### src/rtl/simmem_pkg.sv
// Shared types and ID-space constants for the simulated memory request path.
// Limit parameters are deliberately kept on the modules, not here.
package simmem_pkg;

  localparam int unsigned NumIds = 8;
  localparam int unsigned IdW    = $clog2(NumIds);
  localparam int unsigned AddrW  = 32;
  localparam int unsigned DataW  = 32;

  typedef struct packed {
    logic [IdW-1:0]   id;
    logic [AddrW-1:0] addr;
    logic [7:0]       len;
    logic [2:0]       size;
    logic [1:0]       burst;
  } raddr_t;

  typedef struct packed {
    logic [IdW-1:0]   id;
    logic [AddrW-1:0] addr;
    logic [7:0]       len;
    logic [2:0]       size;
    logic [1:0]       burst;
  } waddr_t;

  typedef struct packed {
    logic [IdW-1:0]   id;
    logic [DataW-1:0] data;
    logic [1:0]       resp;
    logic             last;
  } rdata_t;

  typedef struct packed {
    logic [IdW-1:0] id;
    logic [1:0]     resp;
  } wrsp_t;

endpackage

### src/rtl/simmem_id_cnt_bank.sv
// Per-ID outstanding-burst counters plus a channel total, with an admission check
// for one queried ID and a sticky flag for completions that arrive with nothing outstanding.
module simmem_id_cnt_bank
  import simmem_pkg::*;
#(
  parameter int unsigned MaxPerId = 4,
  parameter int unsigned MaxTotal = 8,
  localparam int unsigned CntW    = $clog2(MaxPerId + 1),
  localparam int unsigned TotW    = $clog2(MaxTotal + 1)
) (
  input  logic            clk_i,
  input  logic            rst_i,
  input  logic [IdW-1:0]  query_id_i,
  output logic            allow_o,
  input  logic            inc_i,
  input  logic [IdW-1:0]  inc_id_i,
  input  logic            dec_i,
  input  logic [IdW-1:0]  dec_id_i,
  output logic [TotW-1:0] total_o,
  output logic            err_o
);

  localparam logic [CntW-1:0] MaxCnt = CntW'(MaxPerId);
  localparam logic [TotW-1:0] MaxTot = TotW'(MaxTotal);

  logic [CntW-1:0] cnt_q [NumIds];
  logic [CntW-1:0] cnt_d [NumIds];
  logic [TotW-1:0] total_q, total_d;
  logic            err_q, err_d;

  logic [NumIds-1:0] up_vec;
  logic [NumIds-1:0] dn_vec;
  logic              dec_hit;
  logic              underflow;

  // Admission looks only at registered state, so completions free a slot one cycle later.
  assign allow_o = (cnt_q[query_id_i] < MaxCnt) && (total_q < MaxTot);
  assign total_o = total_q;
  assign err_o   = err_q;

  assign dec_hit   = dec_i && (cnt_q[dec_id_i] != '0);
  assign underflow = dec_i && (cnt_q[dec_id_i] == '0);

  always_comb begin
    up_vec = '0;
    dn_vec = '0;
    for (int i = 0; i < int'(NumIds); i++) begin
      up_vec[i] = inc_i && (inc_id_i == IdW'(i));
      dn_vec[i] = dec_hit && (dec_id_i == IdW'(i));
    end
  end

  always_comb begin
    for (int i = 0; i < int'(NumIds); i++) begin
      cnt_d[i] = cnt_q[i];
      if (up_vec[i] && !dn_vec[i] && (cnt_q[i] != MaxCnt)) begin
        cnt_d[i] = cnt_q[i] + 1'b1;
      end else if (dn_vec[i] && !up_vec[i]) begin
        cnt_d[i] = cnt_q[i] - 1'b1;
      end
    end
  end

  // An underflowing completion never reaches the total, so it can not wrap.
  always_comb begin
    total_d = total_q;
    if (inc_i && !dec_hit && (total_q != MaxTot)) begin
      total_d = total_q + 1'b1;
    end else if (dec_hit && !inc_i) begin
      total_d = total_q - 1'b1;
    end
  end

  assign err_d = err_q | underflow;

  always_ff @(posedge clk_i) begin
    if (rst_i) begin
      for (int i = 0; i < int'(NumIds); i++) begin
        cnt_q[i] <= '0;
      end
      total_q <= '0;
      err_q   <= 1'b0;
    end else begin
      for (int i = 0; i < int'(NumIds); i++) begin
        cnt_q[i] <= cnt_d[i];
      end
      total_q <= total_d;
      err_q   <= err_d;
    end
  end

endmodule

### src/rtl/simmem_req_limiter.sv
// Throttles read/write address issue by outstanding bursts per ID and in total.
// Completions are observed passively on the requester-side response channels.
module simmem_req_limiter
  import simmem_pkg::*;
#(
  parameter int unsigned MaxRdPerId = 4,
  parameter int unsigned MaxWrPerId = 4,
  parameter int unsigned MaxRdTotal = 8,
  parameter int unsigned MaxWrTotal = 8
) (
  input  logic                              clk_i,
  input  logic                              rst_i,

  input  logic                              raddr_in_valid_i,
  output logic                              raddr_in_ready_o,
  input  raddr_t                            raddr_i,
  output raddr_t                            raddr_o,
  output logic                              raddr_out_valid_o,
  input  logic                              raddr_out_ready_i,

  input  logic                              waddr_in_valid_i,
  output logic                              waddr_in_ready_o,
  input  waddr_t                            waddr_i,
  output waddr_t                            waddr_o,
  output logic                              waddr_out_valid_o,
  input  logic                              waddr_out_ready_i,

  input  logic                              rdata_valid_i,
  input  logic                              rdata_ready_i,
  input  rdata_t                            rdata_i,

  input  logic                              wrsp_valid_i,
  input  logic                              wrsp_ready_i,
  input  wrsp_t                             wrsp_i,

  output logic [$clog2(MaxRdTotal+1)-1:0]   rd_total_o,
  output logic [$clog2(MaxWrTotal+1)-1:0]   wr_total_o,
  output logic                              err_o
);

  logic rd_allow, wr_allow;
  logic rd_issue, wr_issue;
  logic rd_done, wr_done;
  logic rd_err, wr_err;

  // Payload and response fields beyond id/last are not needed for counting.
  logic unused_rsp;
  assign unused_rsp = ^{rdata_i.data, rdata_i.resp, wrsp_i.resp};

  assign raddr_o           = raddr_i;
  assign raddr_out_valid_o = raddr_in_valid_i & rd_allow;
  assign raddr_in_ready_o  = raddr_out_ready_i & rd_allow;
  assign rd_issue          = raddr_out_valid_o & raddr_out_ready_i;
  assign rd_done           = rdata_valid_i & rdata_ready_i & rdata_i.last;

  assign waddr_o           = waddr_i;
  assign waddr_out_valid_o = waddr_in_valid_i & wr_allow;
  assign waddr_in_ready_o  = waddr_out_ready_i & wr_allow;
  assign wr_issue          = waddr_out_valid_o & waddr_out_ready_i;
  assign wr_done           = wrsp_valid_i & wrsp_ready_i;

  assign err_o = rd_err | wr_err;

  simmem_id_cnt_bank #(
    .MaxPerId (MaxRdPerId),
    .MaxTotal (MaxRdTotal)
  ) u_rd_bank (
    .clk_i      (clk_i),
    .rst_i      (rst_i),
    .query_id_i (raddr_i.id),
    .allow_o    (rd_allow),
    .inc_i      (rd_issue),
    .inc_id_i   (raddr_i.id),
    .dec_i      (rd_done),
    .dec_id_i   (rdata_i.id),
    .total_o    (rd_total_o),
    .err_o      (rd_err)
  );

  simmem_id_cnt_bank #(
    .MaxPerId (MaxWrPerId),
    .MaxTotal (MaxWrTotal)
  ) u_wr_bank (
    .clk_i      (clk_i),
    .rst_i      (rst_i),
    .query_id_i (waddr_i.id),
    .allow_o    (wr_allow),
    .inc_i      (wr_issue),
    .inc_id_i   (waddr_i.id),
    .dec_i      (wr_done),
    .dec_id_i   (wrsp_i.id),
    .total_o    (wr_total_o),
    .err_o      (wr_err)
  );

endmodule

### config.mk
export PLATFORM = sky130hd
export DESIGN_NAME = simmem_req_limiter
export DESIGN_NICKNAME = d
export VERILOG_FILES = /design/src/rtl/simmem_pkg.sv /design/src/rtl/simmem_id_cnt_bank.sv /design/src/rtl/simmem_req_limiter.sv
export SDC_FILE = /design/constraint.sdc
export NUM_CORES = 1
export LEC_CHECK = 0
export CELL_PAD_IN_SITES_DETAIL_PLACEMENT = 1
export CELL_PAD_IN_SITES_GLOBAL_PLACEMENT = 2
export CORE_ASPECT_RATIO = 1.25
export CORE_MARGIN = 2
export CORE_UTILIZATION = 23
export CTS_CLUSTER_DIAMETER = 30
export CTS_CLUSTER_SIZE = 24
export DETAILED_ROUTE_END_ITERATION = 10
export PLACE_DENSITY_LB_ADDON = 0.12
export SLEW_MARGIN = 10
export SYNTH_ARGS = -nofsm -noshare
export SYNTH_HDL_FRONTEND = slang
export SYNTH_HIERARCHICAL = 1
export SYNTH_SLANG_ARGS = --single-unit
### constraint.sdc
create_clock -name clk_i -period 4.8 [get_ports clk_i]
set_input_delay 0.96 -clock clk_i [delete_from_list [all_inputs] [get_ports clk_i]]
set_output_delay 0.96 -clock clk_i [all_outputs]
set_load 0.005 [all_outputs]
==> impl_metrics.py <==
# Synthesis and PnR figures
metrics = {
    "logic_synthesis": {
        "synth_top_cell_by_count": "buf_4",
        "synthSimpleGateAreaFrac": 0.232,
        "yosys-stat-cells": 581,
        "top_logic_kind": "simple AND/OR/NAND/NOR gates",
        "numSynthFlops": 58,
        "area_leaders": "dfxtp_1, buf_4, fa_1",
        "top_area_frac": 0.221,
    },
    "setup_path": {
        "required_ns": 5.02,
        "critical_path_arrival_ns": 4.76,
        "crit_start": "waddr_i[45]",
        "worst-path-stages": 14,
    },
    "outcome": {
        "status": "finished, final reports clean",
    },
    "finish": {
        "layout.area.comb_mm2": 0.00323,
    },
    "sta": {
        "hold_violations": 0,
    },
    "floorplan": {
        "die_area_mm2": 0.0240,
        "io_pins": 258,
        "coreArea_mm2": 0.0224,
    },
    "drt": {
        "drt-met1-wl_um": 5610,
        "viasPerCell": 4.71,
    },
    "placement": {
        "dp_worst_setup_slack_ns": -0.213,
    },
    "global_routing": {
        "grt_use_met1": 0.126,
        "overflow": 0,
    },
    "power_and_ir_drop": {
        "switchingPower_uw": 450,
        "clkPwrFrac": 0.481,
    },
    "job": {
        "warnings": 62,
    },
}
The metal 4 layer:
The bar under the picture is 50 µm long.
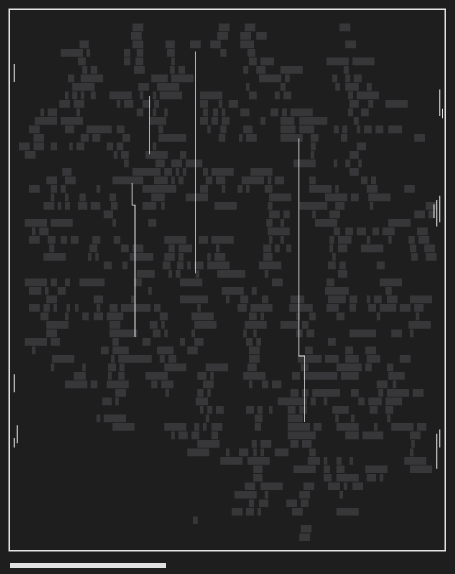
nets with wire on the layer	14
wire length on this layer	298 µm
longest straight run	70.7 µm
DRT Wirelength: 13400 µm
via count: 4004

Drive-strength map:
The bar under the picture is 50 µm long.
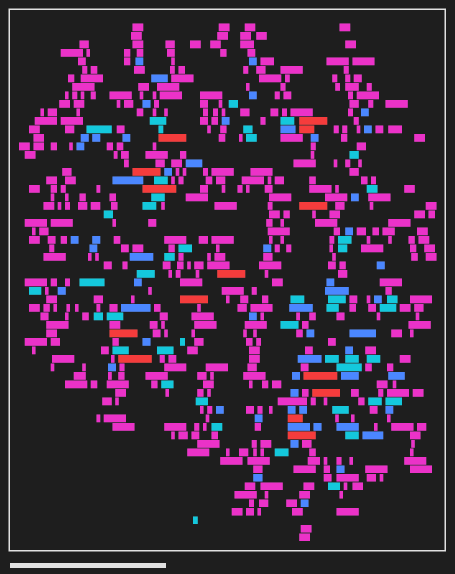
color	size	cells
blue	drive 3 to 4	56
magenta	drive 1 or less	452
cyan	drive 2	45
red	drive 6 and up	14
worst setup margin: 0.260 ns
final instance area: 0.00585 mm²
Plain + repair buffers: 81

Metal 2:
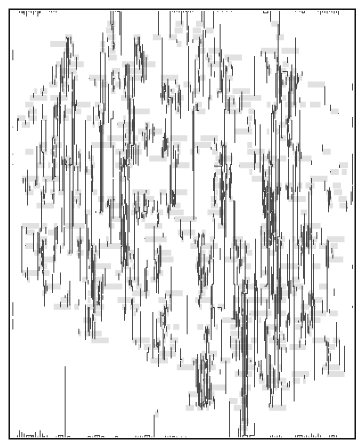
share of all routed wire	53%
wire length on this layer	7090 µm
met2 Usage GRT: 0.216

Metal layers overlaid:
Only two layers are drawn.
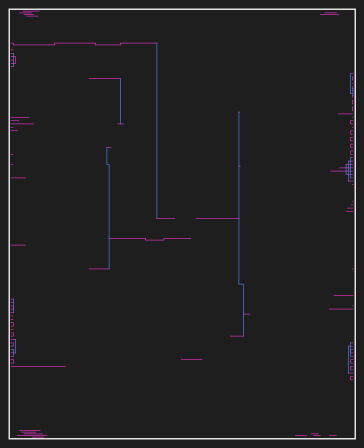
color	layer	wire length
magenta	met3	435 µm
blue	met4	298 µm
wire length per cell: 15.8 µm
global-route usage over all layers: 0.118

Clock nets:
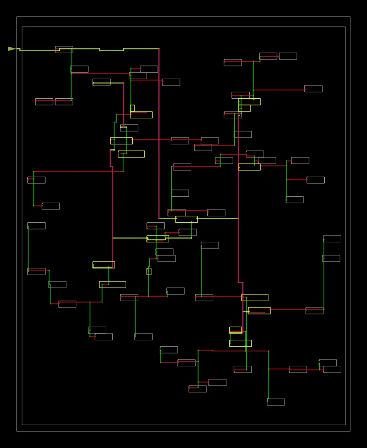
Clock Power: 793 µW
Worst Skew: 0.00984 ns
Num CTS Buffers: 9
num sequential: 58
clk_buf instances: 11

Power is estimated from default activity; no workload was simulated.
